## src/rtl/mips_pkg.sv

```systemverilog
// mips_pkg: shared next-PC select codes, reset PC and nop constant
package mips_pkg;
  localparam logic [2:0] NPC_PC4 = 3'd0;
  localparam logic [2:0] NPC_BR = 3'd1;
  localparam logic [2:0] NPC_J = 3'd2;
  localparam logic [2:0] NPC_JR = 3'd3;
  localparam logic [31:0] RESET_PC_DEF = 32'h0000_3000;
  localparam logic [31:0] NOP = 32'h0;
endpackage

```

## src/rtl/if_id_reg.sv

```systemverilog
// if_id_reg: IF/ID pipeline register with stall hold and bubble clear
module if_id_reg
  import mips_pkg::*;
(
  input  logic        clk,
  input  logic        reset,
  input  logic        stall,
  input  logic        clr,
  input  logic [31:0] ir_f,
  input  logic [31:0] pc_f,
  input  logic [31:0] pc4_f,
  output logic [31:0] ir_d,
  output logic [31:0] pc_d,
  output logic [31:0] pc4_d
);
  always_ff @(posedge clk) begin
    if (reset) begin
      ir_d <= NOP;
      pc_d <= '0;
      pc4_d <= '0;
    end else if (!stall) begin
      ir_d <= clr ? NOP : ir_f;
      pc_d <= pc_f;
      pc4_d <= pc4_f;
    end
  end
endmodule

```

## src/rtl/pc_fetch_ctrl.sv

```systemverilog
// pc_fetch_ctrl: fetch-stage PC owner with next-PC select, IF/ID register, misalign flag and stall counter
module pc_fetch_ctrl
  import mips_pkg::*;
#(
  parameter logic [31:0] RESET_PC = RESET_PC_DEF,
  parameter int CNT_W = 32
) (
  input  logic             clk,
  input  logic             reset,
  input  logic             stall,
  input  logic             clr_D,
  input  logic [2:0]       NPC_sel,
  input  logic             br_taken,
  input  logic [31:0]      npc_b,
  input  logic [31:0]      npc_j,
  input  logic [31:0]      npc_jr,
  input  logic [31:0]      IR_F,
  output logic [31:0]      PC_F,
  output logic [31:0]      IR_D,
  output logic [31:0]      PC_D,
  output logic [31:0]      PC4_D,
  output logic             misalign,
  output logic [CNT_W-1:0] stall_cnt
);
  logic [31:0] pc4, raw;
  logic        br, redir;
  always_comb begin
    pc4 = PC_F + 32'd4;
    br = NPC_sel == NPC_BR && br_taken;
    redir = br || NPC_sel == NPC_J || NPC_sel == NPC_JR;
    raw = NPC_sel == NPC_J ? npc_j : NPC_sel == NPC_JR ? npc_jr : br ? npc_b : pc4;
  end
  always_ff @(posedge clk) begin
    if (reset) begin
      PC_F <= RESET_PC;
      misalign <= 1'b0;
      stall_cnt <= '0;
    end else begin
      if (!stall) begin
        PC_F <= {raw[31:2], 2'b00};
        if (redir && |raw[1:0]) misalign <= 1'b1;
      end
      if (stall && !(&stall_cnt)) stall_cnt <= stall_cnt + 1'b1;
    end
  end
  if_id_reg u_if_id (
    .clk(clk),
    .reset(reset),
    .stall(stall),
    .clr(clr_D),
    .ir_f(IR_F),
    .pc_f(PC_F),
    .pc4_f(pc4),
    .ir_d(IR_D),
    .pc_d(PC_D),
    .pc4_d(PC4_D)
  );
endmodule

```

## config.mk

```make
export PLATFORM = sky130hd
export DESIGN_NAME = pc_fetch_ctrl
export DESIGN_NICKNAME = d
export VERILOG_FILES = /design/src/rtl/mips_pkg.sv /design/src/rtl/if_id_reg.sv /design/src/rtl/pc_fetch_ctrl.sv
export SDC_FILE = /design/constraint.sdc
export NUM_CORES = 1
export LEC_CHECK = 0
export CAP_MARGIN = 20
export CORE_MARGIN = 3
export CORE_UTILIZATION = 33
export DETAILED_ROUTE_END_ITERATION = 7
export PLACE_DENSITY = 0.74
export SYNTH_ARGS = -nofsm -noshare
export SYNTH_HDL_FRONTEND = slang
export SYNTH_HIERARCHICAL = 1
export SYNTH_SLANG_ARGS = --single-unit
```

## constraint.sdc

```tcl
create_clock -name clk -period 4.95 [get_ports clk]
set_input_delay 0.7425 -clock clk [delete_from_list [all_inputs] [get_ports clk]]
set_output_delay 0.7425 -clock clk [all_outputs]
set_load 0.01 [all_outputs]
```

Fig. 1: the clock network
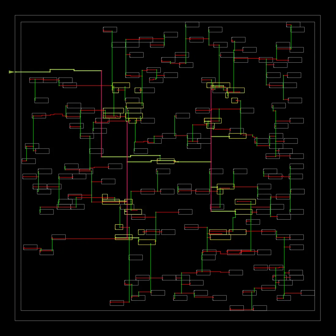
CTS buffer count: 17
clock sink count: 159
worst clock skew: 0.0125 ns

==> Slide: Implementation Results <==
Physical Implementation Snapshot

Die
  – # rows: 57
  – Die Height: 164 um

Pwr
  – Overall power consumption: 3.34 mW
  – Portion of total power attributed to the clock network: 42.7%

Yosys
  – Largest cells by area: dfxtp_1 (39%), mux2i_1 (8.6%), nor2_1 (5.0%)
  – Cell count listed in synth_stat.txt: 962
  – Share of Yosys cell area claimed by the top area cell type: 38.6%
  – MUX area fraction: 9.30%
  – Seq cells post-synth: 159
  – Simple logic cell fraction of the synthesized area: 23.8%

Final layout
  – Share of the final layout cell area in sequential cells: 26.6%
  – FF/Latch Area: 3180 sq um
  – Flops: 159
  – Cell kind with the greatest summed area: multi-input combinational cells

Final timing
  – Post-route minimum period: 3.00 ns
  – Hold Violations, Final: 0
  – Final hold slack: 0.465 ns
  – Total negative setup slack: 0 ns
  – Slew Limit Fails: 0

Place
  – Input/output buffers: 294

Outcome
  – Result of the run: completed

Worst setup path
  – Data arrival time of the worst path: 3.33 ns
  – Largest stage delay on the critical path: 0.84 ns
  – Worst setup path startpoint: NPC_sel[0]
  – Worst setup slack for register-to-register paths: 1.96 ns
  – Crit path capture: PC_F[31]

Drt
  – Highest Signal Layer: met5
  – Detailed Route Iter0 Violations: 704

CTS
  – Clock tree from TritonCTS: yes
  – Cts hold-fix bufs: 0

GRT
  – Number of global-route vias before repair: 7,779
  – Met2 usage: 35.5%
  – Met3 Usage GRT: 8.17%

Flow run
  – Max cap viols: 0
Fig. 2: selected gate families
The bar under the picture is 50 um long.
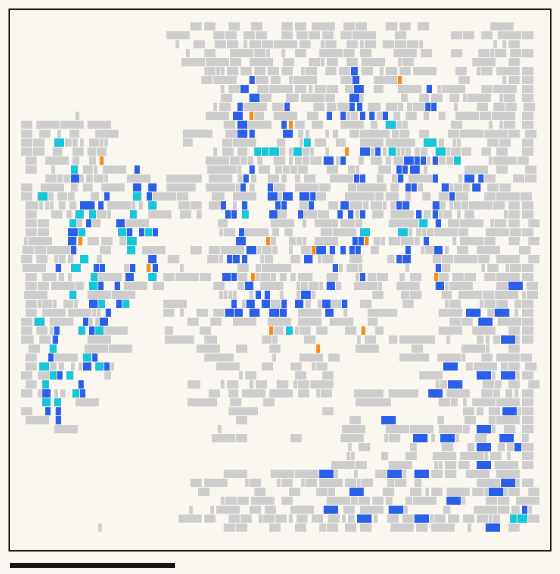
Key: orange = inv cells [cells 15, most used inv_1]; blue = aoi and oai cells [cells 193, most used a21oi_1]; cyan = and/or cells [cells 52, most used or4_1]

==> cells in the mapped netlist (3+ instances only) <==
cell type and instances:
o22ai_2 30, and3_1 8, and4_1 8, o2bb2ai_1 6
o221ai_1 5, nor4bb_1 3, nand2b_1 39, a221oi_1 5
buf_4 7, nor3_1 23, mux2_2 5, xnor2_1 25
or3_1 12, o22ai_1 5, nor2b_1 4, nor4_1 13
nand4_1 19, or2_2 3, nor3b_1 6, a21oi_1 59
o21a_1 3, or4_1 14, buf_6 6, nand3_1 27
o31ai_1 13, dfxtp_1 159, o311ai_0 3, nor2_1 110
nand2_1 77, inv_1 15, nand4b_1 4, xor2_1 12
nand3b_1 3, a221o_1 5, buf_2 20, clkbuf_1 42
mux2i_1 71, a211oi_1 9, o21ai_0 44, a31oi_1 3
No activity file was given, so power comes from the tool's default toggle rates.
